**Run 1: sequential cells grouped by signal name**

Scale: 1.5 px per um. Other sequential cells in the stronger grey, the rest of the logic in the fainter grey.
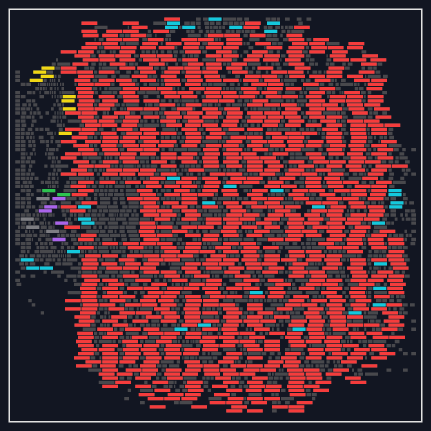
**Run 1: a small window of the routed layout**

Window x 117 to 157, y 172 to 212 um. Cells in grey, sequential cells in the stronger grey; small squares are vias.
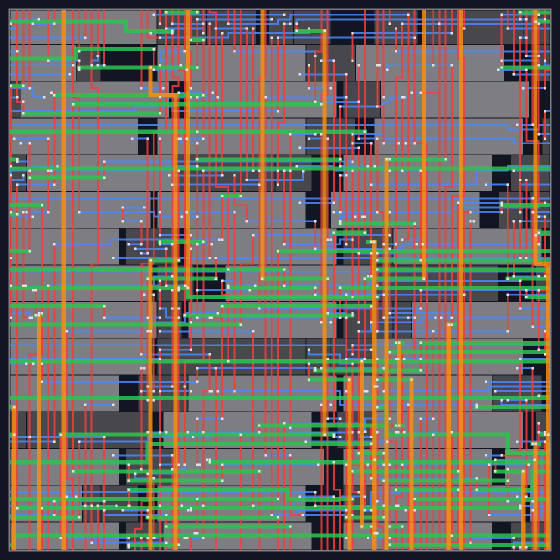
**Run 1: gate-type map**

Scale: 1.5 px per um.
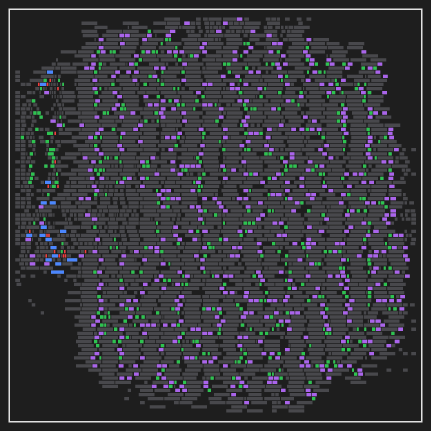
$ cat src/rtl/pcq_trace_pkg.sv
// Shared constants for the pcq trace capture block: state encodings,
// coretrace bit positions and default geometry.
package pcq_trace_pkg;

   localparam int unsigned DEPTH_DEF = 32;
   localparam int unsigned DW_DEF    = 32;
   localparam int unsigned PCW_DEF   = 8;

   localparam logic [1:0] TC_IDLE   = 2'b00;
   localparam logic [1:0] TC_ARMED  = 2'b01;
   localparam logic [1:0] TC_POST   = 2'b10;
   localparam logic [1:0] TC_FROZEN = 2'b11;

   localparam int unsigned CT_VALID    = 0;
   localparam int unsigned CT_EXT_TRIG = 1;

   typedef enum logic [1:0] {
      StIdle   = TC_IDLE,
      StArmed  = TC_ARMED,
      StPost   = TC_POST,
      StFrozen = TC_FROZEN
   } tc_state_e;

endpackage

$ cat src/rtl/pcq_trace_capture_if.sv
// Debug bus, trace control and readback signals between the debug mux,
// SCOM register block and the trace capture unit.
interface pcq_trace_capture_if #(
   parameter int unsigned DW  = 32,
   parameter int unsigned AW  = 5,
   parameter int unsigned PCW = 8
);
   logic [DW-1:0]  dbg_bus_in;
   logic [3:0]     coretrace_in;
   logic           tc_arm;
   logic           tc_stop;
   logic [DW-1:0]  tc_trig_pattern;
   logic [DW-1:0]  tc_trig_mask;
   logic           tc_trig_ext_en;
   logic [PCW-1:0] tc_post_count;
   logic           rd_req;
   logic [AW-1:0]  rd_addr;
   logic           rd_ack;
   logic [DW-1:0]  rd_data;
   logic [1:0]     tc_state;
   logic           tc_wrapped;
   logic [AW-1:0]  tc_wr_ptr;
   logic           tc_triggered;

   modport master (
      output dbg_bus_in, coretrace_in, tc_arm, tc_stop, tc_trig_pattern, tc_trig_mask,
             tc_trig_ext_en, tc_post_count, rd_req, rd_addr,
      input  rd_ack, rd_data, tc_state, tc_wrapped, tc_wr_ptr, tc_triggered
   );

   modport slave (
      input  dbg_bus_in, coretrace_in, tc_arm, tc_stop, tc_trig_pattern, tc_trig_mask,
             tc_trig_ext_en, tc_post_count, rd_req, rd_addr,
      output rd_ack, rd_data, tc_state, tc_wrapped, tc_wr_ptr, tc_triggered
   );
endinterface

$ cat src/rtl/pcq_trace_array.sv
// DEPTH x DW trace storage: one write port, one synchronous read port.
// A read of the index being written in the same cycle returns the old entry.
module pcq_trace_array #(
   parameter int unsigned DEPTH = 32,
   parameter int unsigned AW    = 5,
   parameter int unsigned DW    = 32
) (
   input  logic          clk_i,
   input  logic          rst_ni,
   input  logic          we_i,
   input  logic [AW-1:0] waddr_i,
   input  logic [DW-1:0] wdata_i,
   input  logic          re_i,
   input  logic [AW-1:0] raddr_i,
   output logic [DW-1:0] rdata_o
);

   logic [DW-1:0] mem_q [DEPTH];
   logic [DW-1:0] rdata_q;

   // Storage is deliberately unreset; contents are undefined until written.
   always_ff @(posedge clk_i) begin
      if (we_i) begin
         mem_q[waddr_i] <= wdata_i;
      end
   end

   always_ff @(posedge clk_i or negedge rst_ni) begin
      if (!rst_ni) begin
         rdata_q <= '0;
      end else if (re_i) begin
         rdata_q <= mem_q[raddr_i];
      end
   end

   assign rdata_o = rdata_q;

endmodule

$ cat src/rtl/pcq_trace_capture.sv
// Circular trace capture of the registered debug bus: armed by software,
// frozen a programmable number of samples after a trigger, read back by offset.
module pcq_trace_capture
   import pcq_trace_pkg::*;
#(
   parameter int unsigned DEPTH = DEPTH_DEF,
   parameter int unsigned AW    = $clog2(DEPTH),
   parameter int unsigned DW    = DW_DEF,
   parameter int unsigned PCW   = PCW_DEF
) (
   input  logic                nclk,
   input  logic                rst_b,
   pcq_trace_capture_if.slave  tc_io
);

   tc_state_e      state_q, state_d;
   logic [AW-1:0]  wr_ptr_q, wr_ptr_d;
   logic           wrapped_q, wrapped_d;
   logic           triggered_q, triggered_d;
   logic [PCW-1:0] cnt_q, cnt_d;
   logic           rd_ack_q;
   logic           rd_oob_q;

   logic           capturing;
   logic           sample;
   logic           mask_hit;
   logic           ext_hit;
   logic           trig_hit;
   logic           wr_en;
   logic [AW-1:0]  rd_phys;
   logic           rd_oob;
   logic [DW-1:0]  arr_rdata;
   logic           unused_ct;

   assign unused_ct = ^tc_io.coretrace_in[3:2];

   assign capturing = (state_q == StArmed) || (state_q == StPost);
   assign sample    = capturing && tc_io.coretrace_in[CT_VALID];

   // An all-zero mask would match every word, so it disables the pattern compare.
   assign mask_hit = (tc_io.tc_trig_mask != '0) &&
                     (((tc_io.dbg_bus_in ^ tc_io.tc_trig_pattern) & tc_io.tc_trig_mask) == '0);
   assign ext_hit  = tc_io.tc_trig_ext_en && tc_io.coretrace_in[CT_EXT_TRIG];
   assign trig_hit = tc_io.coretrace_in[CT_VALID] && (mask_hit || ext_hit);

   always_ff @(posedge nclk or negedge rst_b) begin
      if (!rst_b) begin
         state_q     <= StIdle;
         wr_ptr_q    <= '0;
         wrapped_q   <= 1'b0;
         triggered_q <= 1'b0;
         cnt_q       <= '0;
      end else begin
         state_q     <= state_d;
         wr_ptr_q    <= wr_ptr_d;
         wrapped_q   <= wrapped_d;
         triggered_q <= triggered_d;
         cnt_q       <= cnt_d;
      end
   end

   always_comb begin
      state_d     = state_q;
      wr_ptr_d    = wr_ptr_q;
      wrapped_d   = wrapped_q;
      triggered_d = triggered_q;
      cnt_d       = cnt_q;
      wr_en       = 1'b0;

      // Arm overrides everything, including a simultaneous stop or sample.
      if (tc_io.tc_arm) begin
         state_d     = StArmed;
         wr_ptr_d    = '0;
         wrapped_d   = 1'b0;
         triggered_d = 1'b0;
         cnt_d       = '0;
      end else begin
         unique case (state_q)
            StArmed: begin
               if (tc_io.tc_stop) begin
                  state_d = StFrozen;
               end else if (sample) begin
                  wr_en = 1'b1;
                  if (trig_hit) begin
                     triggered_d = 1'b1;
                     cnt_d       = tc_io.tc_post_count;
                     state_d     = (tc_io.tc_post_count == '0) ? StFrozen : StPost;
                  end
               end
            end
            StPost: begin
               if (tc_io.tc_stop) begin
                  state_d = StFrozen;
               end else if (sample) begin
                  wr_en = 1'b1;
                  cnt_d = cnt_q - 1'b1;
                  if (cnt_q == PCW'(1)) begin
                     state_d = StFrozen;
                  end
               end
            end
            StIdle, StFrozen: begin
            end
            default: state_d = StIdle;
         endcase

         if (wr_en) begin
            wr_ptr_d = wr_ptr_q + 1'b1;
            if (wr_ptr_q == AW'(DEPTH - 1)) begin
               wrapped_d = 1'b1;
            end
         end
      end
   end

   // Offset 0 is the oldest entry: index 0 before the first wrap, wr_ptr after.
   assign rd_phys = (wrapped_q ? wr_ptr_q : '0) + tc_io.rd_addr;
   assign rd_oob  = !wrapped_q && (tc_io.rd_addr >= wr_ptr_q);

   always_ff @(posedge nclk or negedge rst_b) begin
      if (!rst_b) begin
         rd_ack_q <= 1'b0;
         rd_oob_q <= 1'b0;
      end else begin
         rd_ack_q <= tc_io.rd_req;
         if (tc_io.rd_req) begin
            rd_oob_q <= rd_oob;
         end
      end
   end

   pcq_trace_array #(
      .DEPTH (DEPTH),
      .AW    (AW),
      .DW    (DW)
   ) u_array (
      .clk_i   (nclk),
      .rst_ni  (rst_b),
      .we_i    (wr_en),
      .waddr_i (wr_ptr_q),
      .wdata_i (tc_io.dbg_bus_in),
      .re_i    (tc_io.rd_req),
      .raddr_i (rd_phys),
      .rdata_o (arr_rdata)
   );

   assign tc_io.rd_ack       = rd_ack_q;
   assign tc_io.rd_data      = rd_oob_q ? '0 : arr_rdata;
   assign tc_io.tc_state     = state_q;
   assign tc_io.tc_wrapped   = wrapped_q;
   assign tc_io.tc_wr_ptr    = wr_ptr_q;
   assign tc_io.tc_triggered = triggered_q;

endmodule

$ cat src/flat_wrapper.sv
// flat-port wrapper written by rule: the top's interface ports become plain ports
module pcq_trace_capture_flat import pcq_trace_pkg::*;
#(
   parameter int unsigned DEPTH = DEPTH_DEF,
   parameter int unsigned AW    = $clog2(DEPTH),
   parameter int unsigned DW    = DW_DEF,
   parameter int unsigned PCW   = PCW_DEF
)
  (nclk, rst_b, tc_io_dbg_bus_in, tc_io_coretrace_in, tc_io_tc_arm, tc_io_tc_stop, tc_io_tc_trig_pattern, tc_io_tc_trig_mask, tc_io_tc_trig_ext_en, tc_io_tc_post_count, tc_io_rd_req, tc_io_rd_addr, tc_io_rd_ack, tc_io_rd_data, tc_io_tc_state, tc_io_tc_wrapped, tc_io_tc_wr_ptr, tc_io_tc_triggered);
  pcq_trace_capture_if #(.DW(DW), .AW(AW), .PCW(PCW)) tc_io_i ();
  input  logic nclk;
  input  logic rst_b;
  input wire logic [$bits(tc_io_i.dbg_bus_in)-1:0] tc_io_dbg_bus_in;
  input wire logic [$bits(tc_io_i.coretrace_in)-1:0] tc_io_coretrace_in;
  input wire logic [$bits(tc_io_i.tc_arm)-1:0] tc_io_tc_arm;
  input wire logic [$bits(tc_io_i.tc_stop)-1:0] tc_io_tc_stop;
  input wire logic [$bits(tc_io_i.tc_trig_pattern)-1:0] tc_io_tc_trig_pattern;
  input wire logic [$bits(tc_io_i.tc_trig_mask)-1:0] tc_io_tc_trig_mask;
  input wire logic [$bits(tc_io_i.tc_trig_ext_en)-1:0] tc_io_tc_trig_ext_en;
  input wire logic [$bits(tc_io_i.tc_post_count)-1:0] tc_io_tc_post_count;
  input wire logic [$bits(tc_io_i.rd_req)-1:0] tc_io_rd_req;
  input wire logic [$bits(tc_io_i.rd_addr)-1:0] tc_io_rd_addr;
  output wire logic [$bits(tc_io_i.rd_ack)-1:0] tc_io_rd_ack;
  output wire logic [$bits(tc_io_i.rd_data)-1:0] tc_io_rd_data;
  output wire logic [$bits(tc_io_i.tc_state)-1:0] tc_io_tc_state;
  output wire logic [$bits(tc_io_i.tc_wrapped)-1:0] tc_io_tc_wrapped;
  output wire logic [$bits(tc_io_i.tc_wr_ptr)-1:0] tc_io_tc_wr_ptr;
  output wire logic [$bits(tc_io_i.tc_triggered)-1:0] tc_io_tc_triggered;
  assign tc_io_i.dbg_bus_in = tc_io_dbg_bus_in;
  assign tc_io_i.coretrace_in = tc_io_coretrace_in;
  assign tc_io_i.tc_arm = tc_io_tc_arm;
  assign tc_io_i.tc_stop = tc_io_tc_stop;
  assign tc_io_i.tc_trig_pattern = tc_io_tc_trig_pattern;
  assign tc_io_i.tc_trig_mask = tc_io_tc_trig_mask;
  assign tc_io_i.tc_trig_ext_en = tc_io_tc_trig_ext_en;
  assign tc_io_i.tc_post_count = tc_io_tc_post_count;
  assign tc_io_i.rd_req = tc_io_rd_req;
  assign tc_io_i.rd_addr = tc_io_rd_addr;
  assign tc_io_rd_ack = tc_io_i.rd_ack;
  assign tc_io_rd_data = tc_io_i.rd_data;
  assign tc_io_tc_state = tc_io_i.tc_state;
  assign tc_io_tc_wrapped = tc_io_i.tc_wrapped;
  assign tc_io_tc_wr_ptr = tc_io_i.tc_wr_ptr;
  assign tc_io_tc_triggered = tc_io_i.tc_triggered;
  pcq_trace_capture #(.DEPTH(DEPTH), .AW(AW), .DW(DW), .PCW(PCW)) u_core (.nclk(nclk), .rst_b(rst_b), .tc_io(tc_io_i));
endmodule
$ cat config.mk
export PLATFORM = sky130hd
export DESIGN_NAME = pcq_trace_capture_flat
export DESIGN_NICKNAME = d
export VERILOG_FILES = /design/src/rtl/pcq_trace_pkg.sv /design/src/rtl/pcq_trace_capture_if.sv /design/src/rtl/pcq_trace_array.sv /design/src/rtl/pcq_trace_capture.sv /design/src/flat_wrapper.sv
export SDC_FILE = /design/constraint.sdc
export NUM_CORES = 1
export LEC_CHECK = 0
export CORE_MARGIN = 3
export CORE_UTILIZATION = 60
export DETAILED_ROUTE_END_ITERATION = 16
export PLACE_DENSITY = 0.85
export SLEW_MARGIN = 40
export SYNTH_ARGS = -nofsm -noshare
export SYNTH_HDL_FRONTEND = slang
export SYNTH_HIERARCHICAL = 1
export SYNTH_SLANG_ARGS = --single-unit
$ cat constraint.sdc
create_clock -name nclk -period 4.1 [get_ports nclk]
set_input_delay 1.23 -clock nclk [delete_from_list [all_inputs] [get_ports nclk]]
set_output_delay 1.23 -clock nclk [all_outputs]
set_load 0.05 [all_outputs]
==> results.py, run 1 <==
# Generated from Yosys and OpenROAD reports
metrics = {
    "setup_path": {
        "r2r-start": "u_core/tc_io.tc_wr_ptr[0]",
        "crit_fanout": 21,
        "ff2ff_path_depth": 14,
        "worstPathCellList": "clkdlybuf4s50_1 -> ha_4 -> inv_1 -> fa_1 -> buf_4 -> xnor2_1 -> buf_4 -> and2_4 -> buf_12 -> buf_12 -> a22oi_1 -> a21oi_1 -> nor4_1 -> mux2_2",
        "r2r_end": "u_core/u_array/rdata_o[2]",
        "rrSetupSlack_ns": 0.44,
        "crit_start": "tc_io_rd_addr[0]",
        "cp_slowest_cell": "nor4_1",
        "crit_family": "buffers and inverters",
        "critPathKind": "in2reg",
        "crit_path_start_kind": "input port",
        "cp_num_buf_inv": 6,
        "endpoint_kind": "flip-flop",
    },
    "pwr": {
        "switchingPower_mw": 5.55,
        "static-leakage-power_nw": 18.1,
        "seqPwrFrac_pct": 51.6,
        "switching_share_pct": 23.3,
        "clockPowerShare_pct": 39.2,
        "p_comb_share_pct": 9.2,
        "intPower_mw": 18.3,
        "peakVddDrop_uv": 347,
        "pg_clk_mw": 9.33,
    },
    "logic_synthesis": {
        "synth_stat.cells": 2472,
        "mux_area_share_pct": 12.9,
        "topCombFamilyByArea": "multiplexers",
        "yosysTopAreaCellShare_pct": 71.3,
        "ys_sh_adder_pct": 0.482,
        "synthAoiAreaFrac_pct": 6.78,
        "synth_flop_count": 1075,
        "async_reset_ff_share_pct": 4.74,
        "avgSynthCellArea_um2": 17.4,
        "ys_warn_count": 6,
        "synthSimpleGateAreaFrac_pct": 2.57,
        "synthTopCellsByCount": "edfxtp_1 (1024), mux2i_1 (515), a22oi_1 (270)",
        "yosys-top-cells-area": "edfxtp_1 (71%), mux2i_1 (12%), a22oi_1 (4.7%), dfrtp_1 (3.0%), a21oi_1 (1.6%)",
        "synthXorXnorAreaFrac_pct": 0.792,
        "synthesis.nets": 2607,
        "edf_count": 1024,
        "synth_seq_share_pct": 74.3,
        "top_cell": "edfxtp_1",
        "syn_area_um2": 43100,
        "syn_inst": 2472,
    },
    "layout": {
        "fin_util_pct": 72.7,
        "ff_count": 1075,
        "seq_share_pct": 62.3,
        "top_register": "u_core/u_array/mem_q",
        "num_antenna_cells": 5,
        "nFillCells": 3893,
        "final_nets": 2972,
        "nClkBuffers": 138,
        "layout-drive-gt1-share_pct": 16.6,
        "stdcell_area_um2": 51400,
        "area_growth_pct": 19.2,
        "largest_reg_flops": 1024,
        "logic_gate_count": 1242,
        "nonClockInverterCount": 18,
        "dominant-cell-class": "sequential cells",
        "layout_top_cells": "edfxtp_1 (1024), mux2i_1 (515), a22oi_1 (270), buf_4 (163), clkdlybuf4s50_1 (156)",
        "nNonClkBuffers": 398,
    },
    "placement": {
        "dp.final_hpwl_um": 70200,
        "place_congestion": 0.898,
        "place_area_um2": 48000,
    },
    "floorplan": {
        "io_pins": 161,
        "initial_core_util_pct": 61.0,
        "tap_cells": 940,
        "die_area_um2": 75100,
        "rows": 97,
        "fp.dieH_um": 274,
        "die_x_um": 274,
    },
    "sta": {
        "fin_setup_tns_ns": 0,
        "clock.fmax_mhz": 249,
        "worst_clock_skew_ns": 0.0376,
        "fin_crit_ns": 4.01,
        "setup_viol": 0,
        "worstMarginPinSlew_ns": 0.808,
        "finalMaxSlewViolations": 0,
        "max_slew_margin_pct": 45.9,
        "finalHoldViolations": 0,
        "fin_crit_sh_pct": 97.9,
        "whs_ns": 0.502,
    },
    "route": {
        "wl_met1_um": 41300,
        "drt-total-wl_um": 123000,
        "met3_length_um": 15900,
        "vias_per_cell": 6.75,
        "wl_per_cell_um": 31.8,
        "firstDrtPassIters": 5,
        "route.met2.wl_um": 59000,
        "ant_nets": 0,
        "drc": 0,
        "vias": 26100,
        "drt-initial-drc-count": 3953,
        "dr.max_layer_used": "met5",
    },
    "clock_tree": {
        "hold_buffers": 0,
        "htreeDepth": 3,
        "ctsResizeCount": 0,
        "cts_buffers": 102,
        "cts.sinks": 1075,
        "clkLatencyLatePin_ns": 0.69,
        "cts_root_buf": "clkbuf_16",
        "cts_tree": "done",
        "post-cts-setup-buffers": 0,
    },
    "flow_run": {
        "maxCapViolCount": 0,
    },
    "grt": {
        "use_met1_pct": 41.0,
        "met3_usage_pct": 8.65,
        "grt_max_degree": 50,
        "top_usage_layer": "met2",
        "first_global_vias": 26800,
        "grt_first_pass_wirelength_um": 176000,
    },
    "hold_path": {
        "hold_depth": 1,
        "hold_start": "u_core/u_array/rdata_o[13]",
        "hp-class": "reg2reg",
        "whs_endpoint": "u_core/u_array/rdata_o[13]",
    },
    "outcome": {
        "status": "completed",
    },
}
-- 'sequential cells grouped by signal name' (at the start) --
[purple] u_core/tc_io.tc_wr_ptr | flops: 5 | where: left middle
[red] u_core/u_array/mem_q | flops: 1024 | where: widely spread
[yellow] u_core/cnt_q | flops: 8 | where: top left
[cyan] u_core/u_array/rdata_o | flops: 32 | where: widely spread
[green] u_core/tc_io.tc_state | flops: 2
Sequential Area: 32000 um^2
Seq group: 12.3 mW

-- 'a small window of the routed layout' (at the start) --
[green] met3
[red] met2
[blue] met1
[orange] met4
netlist names of flops here include: u_core/u_array/mem_q (37)
sequential cells in the window: 37
most frequent: edfxtp_1 (37), mux2i_1 (12)
cells with their middle in the window: 73

-- 'gate-type map' (at the start) --
[red] inverters | cells: 18 | most used: inv_1
[purple] multiplexers | cells: 550 | most used: mux2i_1 | where: widely spread
[green] inverting AOI/OAI gates | cells: 418 | most used: a22oi_1 | where: widely spread
[blue] adder and majority cells | cells: 16 | most used: ha_1 | where: left middle
fin cells: 3869
Commonest Layout Cell: edfxtp_1
fraction of area in multi-input gates: 20.3%

==> inputs of run 2 (changes only) <==
--- a/config.mk
+++ b/config.mk
@@ -7,8 +7,10 @@
 export LEC_CHECK = 0
 export CORE_MARGIN = 3
 export CORE_UTILIZATION = 60
+export CTS_CLUSTER_SIZE = 30
 export DETAILED_ROUTE_END_ITERATION = 16
 export PLACE_DENSITY = 0.85
+export SETUP_SLACK_MARGIN = 0.3
 export SLEW_MARGIN = 40
 export SYNTH_ARGS = -nofsm -noshare
 export SYNTH_HDL_FRONTEND = slang
==> results.py, run 2 <==
# Generated from Yosys and OpenROAD reports
metrics = {
    "setup_path": {
        "crit_family": "buffers and inverters",
        "critPathKind": "in2reg",
        "worstPathCellList": "clkdlybuf4s50_1 -> ha_4 -> inv_1 -> fa_1 -> xnor2_1 -> buf_4 -> nor2b_4 -> buf_12 -> buf_4 -> a22oi_1 -> a21oi_1 -> nor4_2 -> buf_4 -> mux2_2",
        "cp_slowest_cell": "clkdlybuf4s50_1",
        "crit_fanout": 23,
        "crit_path_start_kind": "input port",
        "crit_start": "tc_io_rd_addr[0]",
        "endpoint_kind": "flip-flop",
    },
    "logic_synthesis": {
        "syn_area_um2": 43100,
        "synth_seq_share_pct": 74.3,
        "avgSynthCellArea_um2": 17.4,
        "synth_stat.cells": 2472,
        "synth_flop_count": 1075,
        "yosys-top-cells-area": "edfxtp_1 (71%), mux2i_1 (12%), a22oi_1 (4.7%), dfrtp_1 (3.0%), a21oi_1 (1.6%)",
        "top_cell": "edfxtp_1",
        "synthTopCellsByCount": "edfxtp_1 (1024), mux2i_1 (515), a22oi_1 (270)",
        "ys_warn_count": 6,
        "syn_inst": 2472,
        "synthesis.nets": 2607,
        "edf_count": 1024,
        "ys_sh_adder_pct": 0.482,
        "synthAoiAreaFrac_pct": 6.78,
        "synthXorXnorAreaFrac_pct": 0.792,
    },
    "route": {
        "vias_per_cell": 6.72,
        "drc": 0,
        "drt-initial-drc-count": 3731,
        "route.met2.wl_um": 57400,
        "met3_length_um": 15300,
        "dr.max_layer_used": "met5",
        "vias": 25900,
    },
    "clock_tree": {
        "clkLatencyLatePin_ns": 0.68,
        "htreeDepth": 3,
        "ctsResizeCount": 22,
        "cts_root_buf": "clkbuf_16",
        "cts_tree": "done",
        "cts.sinks": 1075,
        "cts_buffers": 102,
    },
    "outcome": {
        "status": "completed",
    },
    "floorplan": {
        "io_pins": 161,
        "tap_cells": 940,
    },
    "placement": {
        "place_area_um2": 47900,
        "dp.final_hpwl_um": 70000,
    },
    "grt": {
        "met3_usage_pct": 7.97,
        "grt_max_degree": 52,
        "grt_first_pass_wirelength_um": 175000,
        "first_global_vias": 26800,
    },
    "sta": {
        "whs_ns": 0.507,
        "finalHoldViolations": 0,
        "fin_setup_tns_ns": 0,
        "worstMarginPinSlew_ns": 0.905,
        "fin_crit_ns": 3.79,
        "clock.fmax_mhz": 264,
        "fin_crit_sh_pct": 92.3,
        "setup_viol": 0,
        "finalMaxSlewViolations": 0,
        "max_slew_margin_pct": 39.5,
        "worst_clock_skew_ns": 0.0276,
    },
    "layout": {
        "nNonClkBuffers": 391,
        "stdcell_area_um2": 51400,
        "nFillCells": 3893,
        "nonClockInverterCount": 18,
        "logic_gate_count": 1242,
        "layout_top_cells": "edfxtp_1 (1024), mux2i_1 (515), a22oi_1 (270), buf_4 (165), clkdlybuf4s50_1 (136)",
        "largest_reg_flops": 1024,
        "layout-drive-gt1-share_pct": 16.8,
        "num_antenna_cells": 0,
        "comb_share_pct": 20.4,
        "top_register": "u_core/u_array/mem_q",
        "dominant-cell-class": "sequential cells",
        "final_nets": 2965,
        "ff_count": 1075,
    },
    "pwr": {
        "p_comb_share_pct": 9.0,
        "intPower_mw": 18.8,
        "pg_clk_mw": 9.88,
        "switchingPower_mw": 5.58,
        "switching_share_pct": 22.9,
        "static-leakage-power_nw": 18.2,
        "peakVddDrop_uv": 320,
    },
    "flow_run": {
        "maxCapViolCount": 0,
    },
}
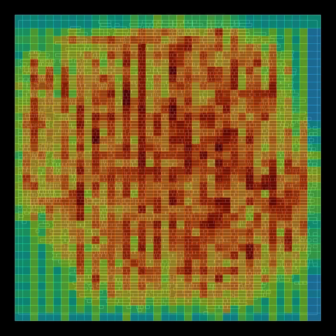
**Above:** run 2 (routing congestion map).
routing usage on met1: 41.8%
Most Crowded Layer GR: met2
Layout Utilization: 72.8%

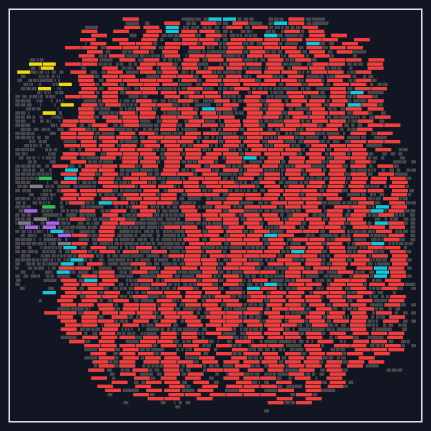
**Above:** run 2 (sequential cells grouped by signal name).
Scale: 1.5 px per um. Other sequential cells in the stronger grey, the rest of the logic in the fainter grey.
[green] u_core/tc_io.tc_state | flops: 2
[cyan] u_core/u_array/rdata_o | flops: 32 | where: widely spread
[yellow] u_core/cnt_q | flops: 8 | where: top left
[red] u_core/u_array/mem_q | flops: 1024 | where: widely spread
[purple] u_core/tc_io.tc_wr_ptr | flops: 5 | where: left middle
not coloured: 4
flop share of the area: 62.3%

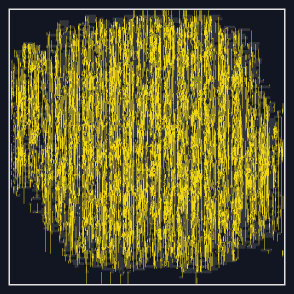
**Above:** run 2 (met2 routing).
Scale: 1 px per um. Cells faint in the background.
longest straight run: 155 um
nets with wire on the layer: 2657
main direction: vertical
share of all routed wire: 48%
wire length on this layer: 57.4 mm
grt met2 use: 51.5%
WL final: 121000 um

Power and IR drop assume default switching activity.
